File: config.mk
export PLATFORM = sky130hd
export DESIGN_NAME = csr_wb_issuer_flat
export DESIGN_NICKNAME = d
export VERILOG_FILES = /design/src/rtl/csr_wb_issuer_pkg.sv /design/src/rtl/csr_wb_issuer_if.sv /design/src/rtl/csr_wb_issuer_rmw_alu.sv /design/src/rtl/csr_wb_issuer.sv /design/src/flat_wrapper.sv
export SDC_FILE = /design/constraint.sdc
export NUM_CORES = 1
export LEC_CHECK = 0
export CAP_MARGIN = 20
export CORE_MARGIN = 2
export CORE_UTILIZATION = 47
export DETAILED_ROUTE_END_ITERATION = 8
export HOLD_SLACK_MARGIN = 0.15
export PLACE_DENSITY = 0.86
export SLEW_MARGIN = 40
export SYNTH_ARGS = -nofsm -noshare
export SYNTH_HDL_FRONTEND = slang
export SYNTH_SLANG_ARGS = --single-unit
File: constraint.sdc
create_clock -name clk -period 10.97 [get_ports clk]
set_input_delay 3.291 -clock clk [delete_from_list [all_inputs] [get_ports clk]]
set_output_delay 3.291 -clock clk [all_outputs]
set_load 0.02 [all_outputs]
File: src/rtl/csr_wb_issuer_pkg.sv
// Shared definitions for the CSR writeback issuer: op encodings, CSR addresses,
// FSM states and small decode helpers.
package csr_wb_issuer_pkg;

  typedef enum logic [2:0] {
    OP_RW    = 3'd0,
    OP_RS    = 3'd1,
    OP_RC    = 3'd2,
    OP_ECALL = 3'd3,
    OP_MRET  = 3'd4
  } csr_op_e;

  typedef enum logic [1:0] {
    S_IDLE = 2'd0,
    S_REQ  = 2'd1,
    S_WAIT = 2'd2,
    S_RESP = 2'd3
  } state_e;

  localparam logic [11:0] CSR_MSTATUS   = 12'h300;
  localparam logic [11:0] CSR_MTVEC     = 12'h305;
  localparam logic [11:0] CSR_MEPC      = 12'h341;
  localparam logic [11:0] CSR_MCAUSE    = 12'h342;
  localparam logic [11:0] CSR_MVENDORID = 12'hF11;
  localparam logic [11:0] CSR_MARCHID   = 12'hF12;

  localparam logic [31:0] MCAUSE_ECALL  = 32'h0000_000B;

  // Ops that read-modify-write a CSR and return the old value to rd.
  function automatic logic is_rmw(input logic [2:0] op);
    return (op == OP_RW) || (op == OP_RS) || (op == OP_RC);
  endfunction

  // Standard CSR map: top two address bits set means read-only.
  function automatic logic is_ro_csr(input logic [11:0] addr);
    return addr[11:10] == 2'b11;
  endfunction

endpackage

File: src/rtl/csr_wb_issuer_if.sv
// EXU request, CSR unit request and downstream writeback signals of the issuer.
// master = issuer side, slave = surrounding environment.
interface csr_wb_issuer_if #(
  parameter int XLEN   = 32,
  parameter int CSR_AW = 12,
  parameter int RF_AW  = 5
);
  logic              in_valid;
  logic              in_ready;
  logic [2:0]        in_op;
  logic [CSR_AW-1:0] in_csr_addr;
  logic [XLEN-1:0]   in_src;
  logic              in_src_zero;
  logic [RF_AW-1:0]  in_rd;
  logic [XLEN-1:0]   in_pc;

  logic [CSR_AW-1:0] csr_raddr;
  logic [XLEN-1:0]   csr_rdata;
  logic              csr_valid;
  logic              csr_ready;
  logic [CSR_AW-1:0] csr_waddr;
  logic [XLEN-1:0]   csr_wdata;
  logic              csr_wen;
  logic              csr_is_ecall;
  logic [XLEN-1:0]   csr_pc;

  logic              out_valid;
  logic              out_ready;
  logic              rd_wen;
  logic [RF_AW-1:0]  rd_addr;
  logic [XLEN-1:0]   rd_wdata;
  logic              redirect_valid;
  logic [XLEN-1:0]   redirect_pc;
  logic              illegal;

  modport master (
    input  in_valid, in_op, in_csr_addr, in_src, in_src_zero, in_rd, in_pc,
    output in_ready,
    output csr_raddr, input csr_rdata,
    output csr_valid, input csr_ready,
    output csr_waddr, csr_wdata, csr_wen, csr_is_ecall, csr_pc,
    output out_valid, input out_ready,
    output rd_wen, rd_addr, rd_wdata, redirect_valid, redirect_pc, illegal
  );

  modport slave (
    output in_valid, in_op, in_csr_addr, in_src, in_src_zero, in_rd, in_pc,
    input  in_ready,
    input  csr_raddr, output csr_rdata,
    input  csr_valid, output csr_ready,
    input  csr_waddr, csr_wdata, csr_wen, csr_is_ecall, csr_pc,
    input  out_valid, output out_ready,
    input  rd_wen, rd_addr, rd_wdata, redirect_valid, redirect_pc, illegal
  );
endinterface

File: src/rtl/csr_wb_issuer_rmw_alu.sv
// Read-modify-write data and write-enable for CSRRW/CSRRS/CSRRC;
// every other op produces no write.
module csr_rmw_alu
  import csr_wb_issuer_pkg::*;
#(
  parameter int XLEN = 32
) (
  input  logic [2:0]      i_op,
  input  logic [XLEN-1:0] i_old,
  input  logic [XLEN-1:0] i_src,
  input  logic            i_src_zero,
  output logic [XLEN-1:0] o_wdata,
  output logic            o_wen
);

  always_comb begin
    o_wdata = '0;
    o_wen   = 1'b0;
    case (i_op)
      OP_RW: begin
        o_wdata = i_src;
        o_wen   = 1'b1;
      end
      // Set/clear with x0 or zimm==0 must not write (CSR side effects).
      OP_RS: begin
        o_wdata = i_old | i_src;
        o_wen   = !i_src_zero;
      end
      OP_RC: begin
        o_wdata = i_old & ~i_src;
        o_wen   = !i_src_zero;
      end
      default: ;
    endcase
  end

endmodule

File: src/rtl/csr_wb_issuer.sv
// Issues one SYSTEM instruction at a time to the CSR unit and returns rd/redirect.
// Define CSR_WB_RO_CHECK_EN to suppress and flag writes to read-only CSRs.
module csr_wb_issuer
  import csr_wb_issuer_pkg::*;
#(
  parameter int XLEN   = 32,
  parameter int CSR_AW = 12,
  parameter int RF_AW  = 5
) (
  input  logic             clk,
  input  logic             rst,
  csr_wb_issuer_if.master  bus
);

  state_e            r_state, w_state_nxt;
  logic [2:0]        r_op;
  logic [CSR_AW-1:0] r_addr;
  logic [RF_AW-1:0]  r_rd;
  logic [XLEN-1:0]   r_pc, r_old, r_wdata;
  logic              r_wen;
  logic              w_accept, w_alu_wen, w_wen;
  logic [XLEN-1:0]   w_alu_wdata;

  assign w_accept = (r_state == S_IDLE) && bus.in_valid;

  csr_rmw_alu #(.XLEN(XLEN)) u_alu (
    .i_op      (bus.in_op),
    .i_old     (bus.csr_rdata),
    .i_src     (bus.in_src),
    .i_src_zero(bus.in_src_zero),
    .o_wdata   (w_alu_wdata),
    .o_wen     (w_alu_wen)
  );

`ifdef CSR_WB_RO_CHECK_EN
  logic r_illegal, w_ro_hit;
  assign w_ro_hit = w_alu_wen && is_ro_csr(12'(bus.in_csr_addr));
  assign w_wen    = w_alu_wen && !w_ro_hit;

  always_ff @(posedge clk or posedge rst) begin
    if (rst)           r_illegal <= 1'b0;
    else if (w_accept) r_illegal <= w_ro_hit;
  end
`else
  assign w_wen = w_alu_wen;
`endif

  // Old value is sampled in the accept cycle, so the write lands on fresh data.
  always_ff @(posedge clk or posedge rst) begin
    if (rst) begin
      r_op    <= '0;
      r_addr  <= '0;
      r_rd    <= '0;
      r_pc    <= '0;
      r_old   <= '0;
      r_wdata <= '0;
      r_wen   <= 1'b0;
    end else if (w_accept) begin
      r_op    <= bus.in_op;
      r_addr  <= bus.in_csr_addr;
      r_rd    <= bus.in_rd;
      r_pc    <= bus.in_pc;
      r_old   <= bus.csr_rdata;
      r_wdata <= w_alu_wdata;
      r_wen   <= w_wen;
    end
  end

  always_ff @(posedge clk or posedge rst) begin
    if (rst) r_state <= S_IDLE;
    else     r_state <= w_state_nxt;
  end

  always_comb begin
    w_state_nxt        = r_state;
    bus.in_ready       = 1'b0;
    bus.csr_raddr      = '0;
    bus.csr_valid      = 1'b0;
    bus.csr_waddr      = '0;
    bus.csr_wdata      = '0;
    bus.csr_wen        = 1'b0;
    bus.csr_is_ecall   = 1'b0;
    bus.csr_pc         = '0;
    bus.out_valid      = 1'b0;
    bus.rd_wen         = 1'b0;
    bus.rd_addr        = '0;
    bus.rd_wdata       = '0;
    bus.redirect_valid = 1'b0;
    bus.redirect_pc    = '0;
    bus.illegal        = 1'b0;
    case (r_state)
      S_IDLE: begin
        bus.in_ready = 1'b1;
        case (bus.in_op)
          OP_ECALL: bus.csr_raddr = CSR_AW'(CSR_MTVEC);
          OP_MRET:  bus.csr_raddr = CSR_AW'(CSR_MEPC);
          default:  bus.csr_raddr = bus.in_csr_addr;
        endcase
        if (bus.in_valid)
          w_state_nxt = (is_rmw(bus.in_op) || bus.in_op == OP_ECALL) ? S_REQ : S_RESP;
      end
      S_REQ: begin
        bus.csr_valid    = 1'b1;
        bus.csr_waddr    = r_addr;
        bus.csr_wdata    = r_wdata;
        bus.csr_wen      = r_wen;
        bus.csr_is_ecall = (r_op == OP_ECALL);
        bus.csr_pc       = r_pc;
        if (bus.csr_ready) w_state_nxt = S_WAIT;
      end
      // One idle cycle while the CSR unit commits, so the next read sees it.
      S_WAIT: w_state_nxt = S_RESP;
      S_RESP: begin
        bus.out_valid      = 1'b1;
        bus.rd_wen         = is_rmw(r_op) && (r_rd != '0);
        bus.rd_addr        = r_rd;
        bus.rd_wdata       = r_old;
        bus.redirect_valid = (r_op == OP_ECALL) || (r_op == OP_MRET);
        bus.redirect_pc    = r_old;
`ifdef CSR_WB_RO_CHECK_EN
        bus.illegal        = r_illegal;
`endif
        if (bus.out_ready) w_state_nxt = S_IDLE;
      end
      default: w_state_nxt = S_IDLE;
    endcase
  end

endmodule

File: src/flat_wrapper.sv
// flat-port wrapper written by rule: the top's interface ports become plain ports
module csr_wb_issuer_flat import csr_wb_issuer_pkg::*;
#(
  parameter int XLEN   = 32,
  parameter int CSR_AW = 12,
  parameter int RF_AW  = 5
)
  (clk, rst, bus_in_valid, bus_in_op, bus_in_csr_addr, bus_in_src, bus_in_src_zero, bus_in_rd, bus_in_pc, bus_in_ready, bus_csr_raddr, bus_csr_rdata, bus_csr_valid, bus_csr_ready, bus_csr_waddr, bus_csr_wdata, bus_csr_wen, bus_csr_is_ecall, bus_csr_pc, bus_out_valid, bus_out_ready, bus_rd_wen, bus_rd_addr, bus_rd_wdata, bus_redirect_valid, bus_redirect_pc, bus_illegal);
  csr_wb_issuer_if #(.XLEN(XLEN), .CSR_AW(CSR_AW), .RF_AW(RF_AW)) bus_i ();
  input  logic clk;
  input  logic rst;
  input wire logic [$bits(bus_i.in_valid)-1:0] bus_in_valid;
  input wire logic [$bits(bus_i.in_op)-1:0] bus_in_op;
  input wire logic [$bits(bus_i.in_csr_addr)-1:0] bus_in_csr_addr;
  input wire logic [$bits(bus_i.in_src)-1:0] bus_in_src;
  input wire logic [$bits(bus_i.in_src_zero)-1:0] bus_in_src_zero;
  input wire logic [$bits(bus_i.in_rd)-1:0] bus_in_rd;
  input wire logic [$bits(bus_i.in_pc)-1:0] bus_in_pc;
  output wire logic [$bits(bus_i.in_ready)-1:0] bus_in_ready;
  output wire logic [$bits(bus_i.csr_raddr)-1:0] bus_csr_raddr;
  input wire logic [$bits(bus_i.csr_rdata)-1:0] bus_csr_rdata;
  output wire logic [$bits(bus_i.csr_valid)-1:0] bus_csr_valid;
  input wire logic [$bits(bus_i.csr_ready)-1:0] bus_csr_ready;
  output wire logic [$bits(bus_i.csr_waddr)-1:0] bus_csr_waddr;
  output wire logic [$bits(bus_i.csr_wdata)-1:0] bus_csr_wdata;
  output wire logic [$bits(bus_i.csr_wen)-1:0] bus_csr_wen;
  output wire logic [$bits(bus_i.csr_is_ecall)-1:0] bus_csr_is_ecall;
  output wire logic [$bits(bus_i.csr_pc)-1:0] bus_csr_pc;
  output wire logic [$bits(bus_i.out_valid)-1:0] bus_out_valid;
  input wire logic [$bits(bus_i.out_ready)-1:0] bus_out_ready;
  output wire logic [$bits(bus_i.rd_wen)-1:0] bus_rd_wen;
  output wire logic [$bits(bus_i.rd_addr)-1:0] bus_rd_addr;
  output wire logic [$bits(bus_i.rd_wdata)-1:0] bus_rd_wdata;
  output wire logic [$bits(bus_i.redirect_valid)-1:0] bus_redirect_valid;
  output wire logic [$bits(bus_i.redirect_pc)-1:0] bus_redirect_pc;
  output wire logic [$bits(bus_i.illegal)-1:0] bus_illegal;
  assign bus_i.in_valid = bus_in_valid;
  assign bus_i.in_op = bus_in_op;
  assign bus_i.in_csr_addr = bus_in_csr_addr;
  assign bus_i.in_src = bus_in_src;
  assign bus_i.in_src_zero = bus_in_src_zero;
  assign bus_i.in_rd = bus_in_rd;
  assign bus_i.in_pc = bus_in_pc;
  assign bus_in_ready = bus_i.in_ready;
  assign bus_csr_raddr = bus_i.csr_raddr;
  assign bus_i.csr_rdata = bus_csr_rdata;
  assign bus_csr_valid = bus_i.csr_valid;
  assign bus_i.csr_ready = bus_csr_ready;
  assign bus_csr_waddr = bus_i.csr_waddr;
  assign bus_csr_wdata = bus_i.csr_wdata;
  assign bus_csr_wen = bus_i.csr_wen;
  assign bus_csr_is_ecall = bus_i.csr_is_ecall;
  assign bus_csr_pc = bus_i.csr_pc;
  assign bus_out_valid = bus_i.out_valid;
  assign bus_i.out_ready = bus_out_ready;
  assign bus_rd_wen = bus_i.rd_wen;
  assign bus_rd_addr = bus_i.rd_addr;
  assign bus_rd_wdata = bus_i.rd_wdata;
  assign bus_redirect_valid = bus_i.redirect_valid;
  assign bus_redirect_pc = bus_i.redirect_pc;
  assign bus_illegal = bus_i.illegal;
  csr_wb_issuer #(.XLEN(XLEN), .CSR_AW(CSR_AW), .RF_AW(RF_AW)) u_core (.clk(clk), .rst(rst), .bus(bus_i));
endmodule
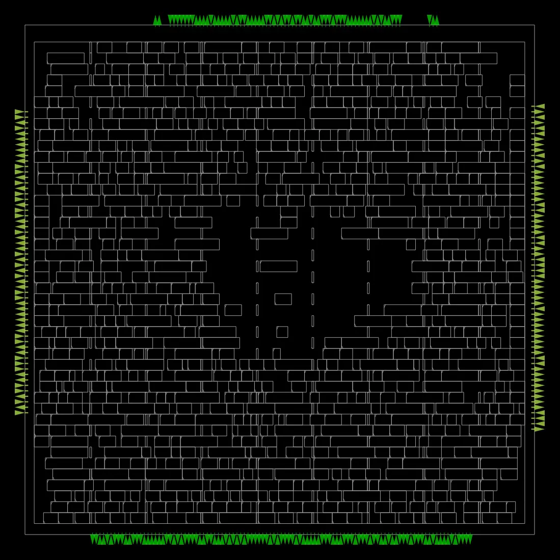
Run 1: cell placement
register fraction of the total cell area: 29.0%
tapcell count: 184
Fill cells: 1064

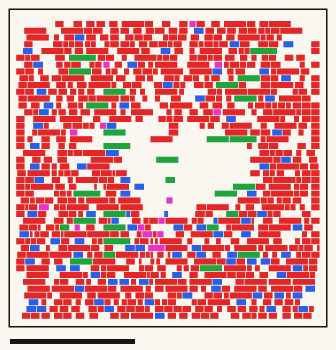
Run 1: cell sizes after repair
The bar under the picture is 50 um long.
_6 and larger: shown in green, cells 28. _0 and _1 cells: shown in red, cells 723. _2 cells: shown in blue, cells 90. _3 and _4 cells: shown in magenta, cells 14.
area growth from synthesis to final layout: 45.4%
Repair and plain buffers: 292

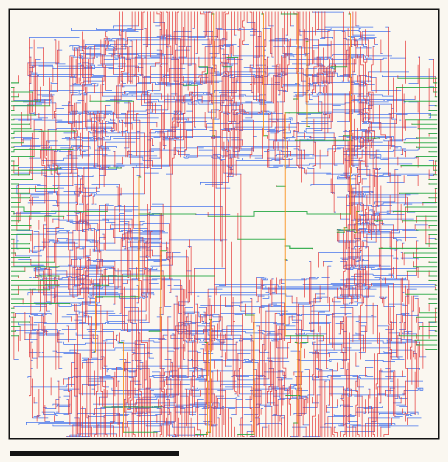
Run 1: routed metal, one colour a layer
The bar under the picture is 50 um long.
metal 1: shown in blue, wire length 8070 um. metal 2: shown in red, wire length 10600 um. metal 3: shown in green, wire length 947 um. metal 4: shown in orange, wire length 492 um.
vias after detailed routing: 5706
total routed wirelength: 20.1 mm
WL/cell: 19.3 um
combined global-route utilization of all metal layers: 24.7%

==> metrics.log, run 1 <==
[report] implementation figures
INFO  metric p_sw_share = 34.6%
INFO  metric ys_top_cells_by_area = dfrtp_1, mux2_2, and2_1
INFO  metric cts_repair_resize_count = 0
INFO  metric setup.worst_path.end_class = output pin
INFO  metric layout_top_registers = u_core.r_old: 32 flops, u_core.r_pc: 32 flops, u_core.r_wdata: 32 flops
INFO  metric via_per_inst = 5.49
INFO  metric top_area_cell_class = logic gates
INFO  metric seqPwrFrac = 28.6%
INFO  metric clk_pin_slew_worst_paths = 0.05 ns
INFO  metric chip_area = 0.0160 sq mm
INFO  metric die_x_size = 127 um
INFO  metric die_height = 127 um
INFO  metric p_per_area = 260 mW/mm^2
INFO  metric drc_errors = 0
INFO  metric fraction_of_post_synthesis_cell_area_in_the_top_cell_type_by_area = 42.1%
INFO  metric logic_area = 0.00345 sq mm
INFO  metric final_total_negative_setup_slack = 0 ns
INFO  metric drv_slew = 0
INFO  metric layout_net_count = 968
INFO  metric post_synth_ao_oa_area_fraction = 8.82%
INFO  metric buffer_ports.inserted = 285
INFO  metric run_status = completed
INFO  metric floorplanUtilization = 48.4%
INFO  metric pg_comb = 1.26 mW
INFO  metric top_power_group = combinational logic
INFO  metric layoutNonFillerInstCount = 1040
INFO  metric grtUsageMet1 = 29.9%
INFO  metric floorplan.nets = 746
INFO  metric path_cells = buf_4 -> nand2b_1 -> o22ai_1 -> o21a_1 -> clkdlybuf4s50_1
INFO  metric finalHoldViolations = 0
INFO  metric h-tree-depth = 4
INFO  metric reg2reg_from = u_core.r_state[0]
INFO  metric worst_slack = 2.58 ns
INFO  metric cts_tree = done
INFO  metric overflow = 0
INFO  metric reg2reg_to = u_core.r_wdata[26]
INFO  metric netSwitchingPower = 925 uW
INFO  metric n_all_inverters = 7
INFO  metric min_delay_path_depth = 2
INFO  metric top_logic_cell_family_in_the_synthesized_netlist = simple AND/OR/NAND/NOR gates
INFO  metric boundaryPins = 287
INFO  metric design_area = 0.0103 sq mm
INFO  metric timing.max_slew.rel_slack = 47.9%
INFO  metric pwr_total = 2.67 mW
Run 1, the metal 4 layer:
Supply wires on this layer in grey.
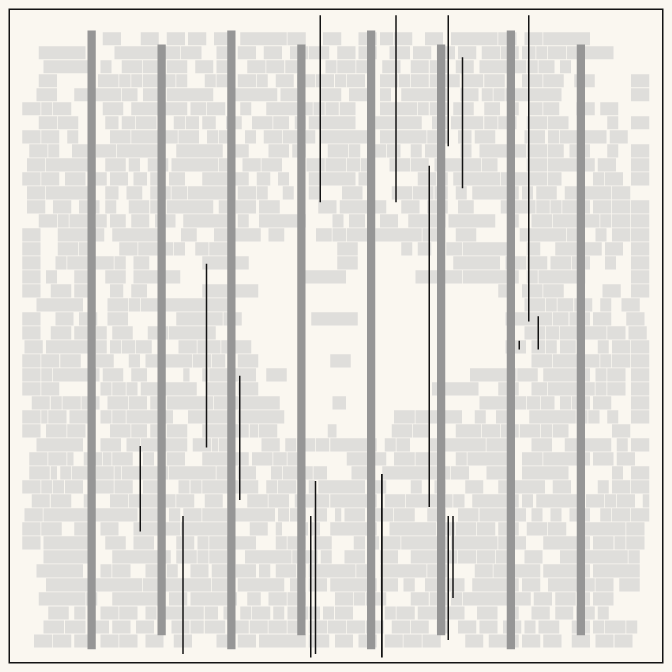

--- run 2 (diff from run 1) ---
- CORE_UTILIZATION: 47 -> 44
- PLACE_DENSITY: 0.86 -> 0.82
- clock period: 10.97 -> 8.7 ns (I/O delays scaled with it)
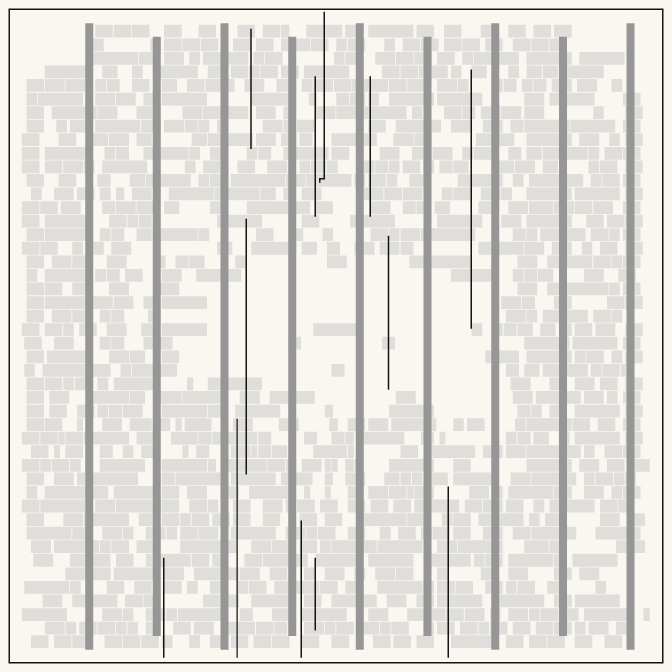
Run 2: the metal 4 layer
Supply wires on this layer in grey.
The longest straight run is 51.7 um. The wires run mostly vertical. The layer carries 391 um of wire. 11 nets have wire on it. The layer holds 2.1% of the routed length.

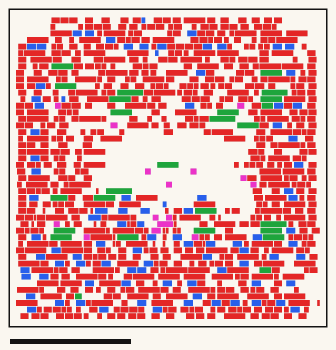
Run 2: cell sizes after repair
The bar under the picture is 50 um long.
Repair and plain buffers: 293
area growth from synthesis to final layout: 45.6%
minimum setup slack in the final design: 1.76 ns

==> metrics.log, run 2 <==
[report] implementation figures
INFO  metric die_x_size = 131 um
INFO  metric grtUsageMet1 = 28.2%
INFO  metric seqPwrFrac = 28.9%
INFO  metric cts_repair_resize_count = 0
INFO  metric clk_pin_slew_worst_paths = 0.05 ns
INFO  metric finalWirelength = 18.9 mm
INFO  metric logic_area = 0.00346 sq mm
INFO  metric combined_global_route_utilization_of_all_metal_layers = 22.2%
INFO  metric detail_route.wl_per_cell = 17.6 um
INFO  metric path_cells = buf_2 -> nand2b_1 -> o221a_2 -> and2_1 -> clkdlybuf4s50_1
INFO  metric layout_top_registers = u_core.r_old: 32 flops, u_core.r_pc: 32 flops, u_core.r_wdata: 32 flops
INFO  metric final_total_negative_setup_slack = 0 ns
INFO  metric overflow = 0
INFO  metric pwr_total = 3.30 mW
INFO  metric pg_comb = 1.57 mW
INFO  metric drv_slew = 0
INFO  metric min_delay_path_depth = 2
INFO  metric setup.worst_path.end_class = output pin
INFO  metric boundaryPins = 287
INFO  metric buffer_ports.inserted = 285
INFO  metric drc_errors = 0
INFO  metric top_power_group = combinational logic
INFO  metric layoutNonFillerInstCount = 1072
INFO  metric fill_cells = 1284
INFO  metric cts_tree = done
INFO  metric reg2reg_from = u_core.r_state[1]
INFO  metric floorplanUtilization = 44.8%
INFO  metric post_synth_ao_oa_area_fraction = 8.82%
INFO  metric top_logic_cell_family_in_the_synthesized_netlist = simple AND/OR/NAND/NOR gates
INFO  metric layout_net_count = 969
INFO  metric run_status = completed
INFO  metric h-tree-depth = 4
INFO  metric n_all_inverters = 7
INFO  metric floorplan.nets = 746
INFO  metric well_tap_count = 216
INFO  metric p_per_area = 321 mW/mm^2
INFO  metric p_sw_share = 34.4%
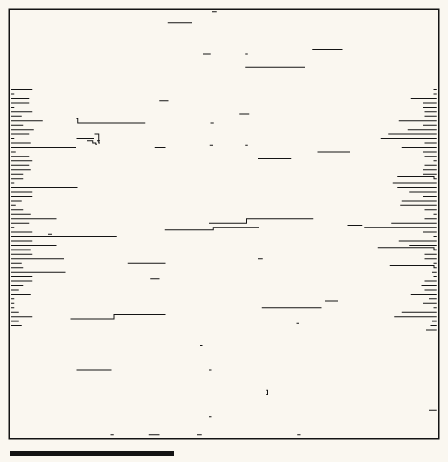
Run 2: met3 routing
The bar under the picture is 50 um long.
130 nets have wire on it. The layer holds 4.9% of the routed length. The longest straight run is 32.0 um. The layer carries 925 um of wire. The wires run mostly horizontal.
vias after detailed routing: 5558
global routing usage on met3: 4.64%

Power figures rest on the tool's default switching activity, not on a simulated workload.
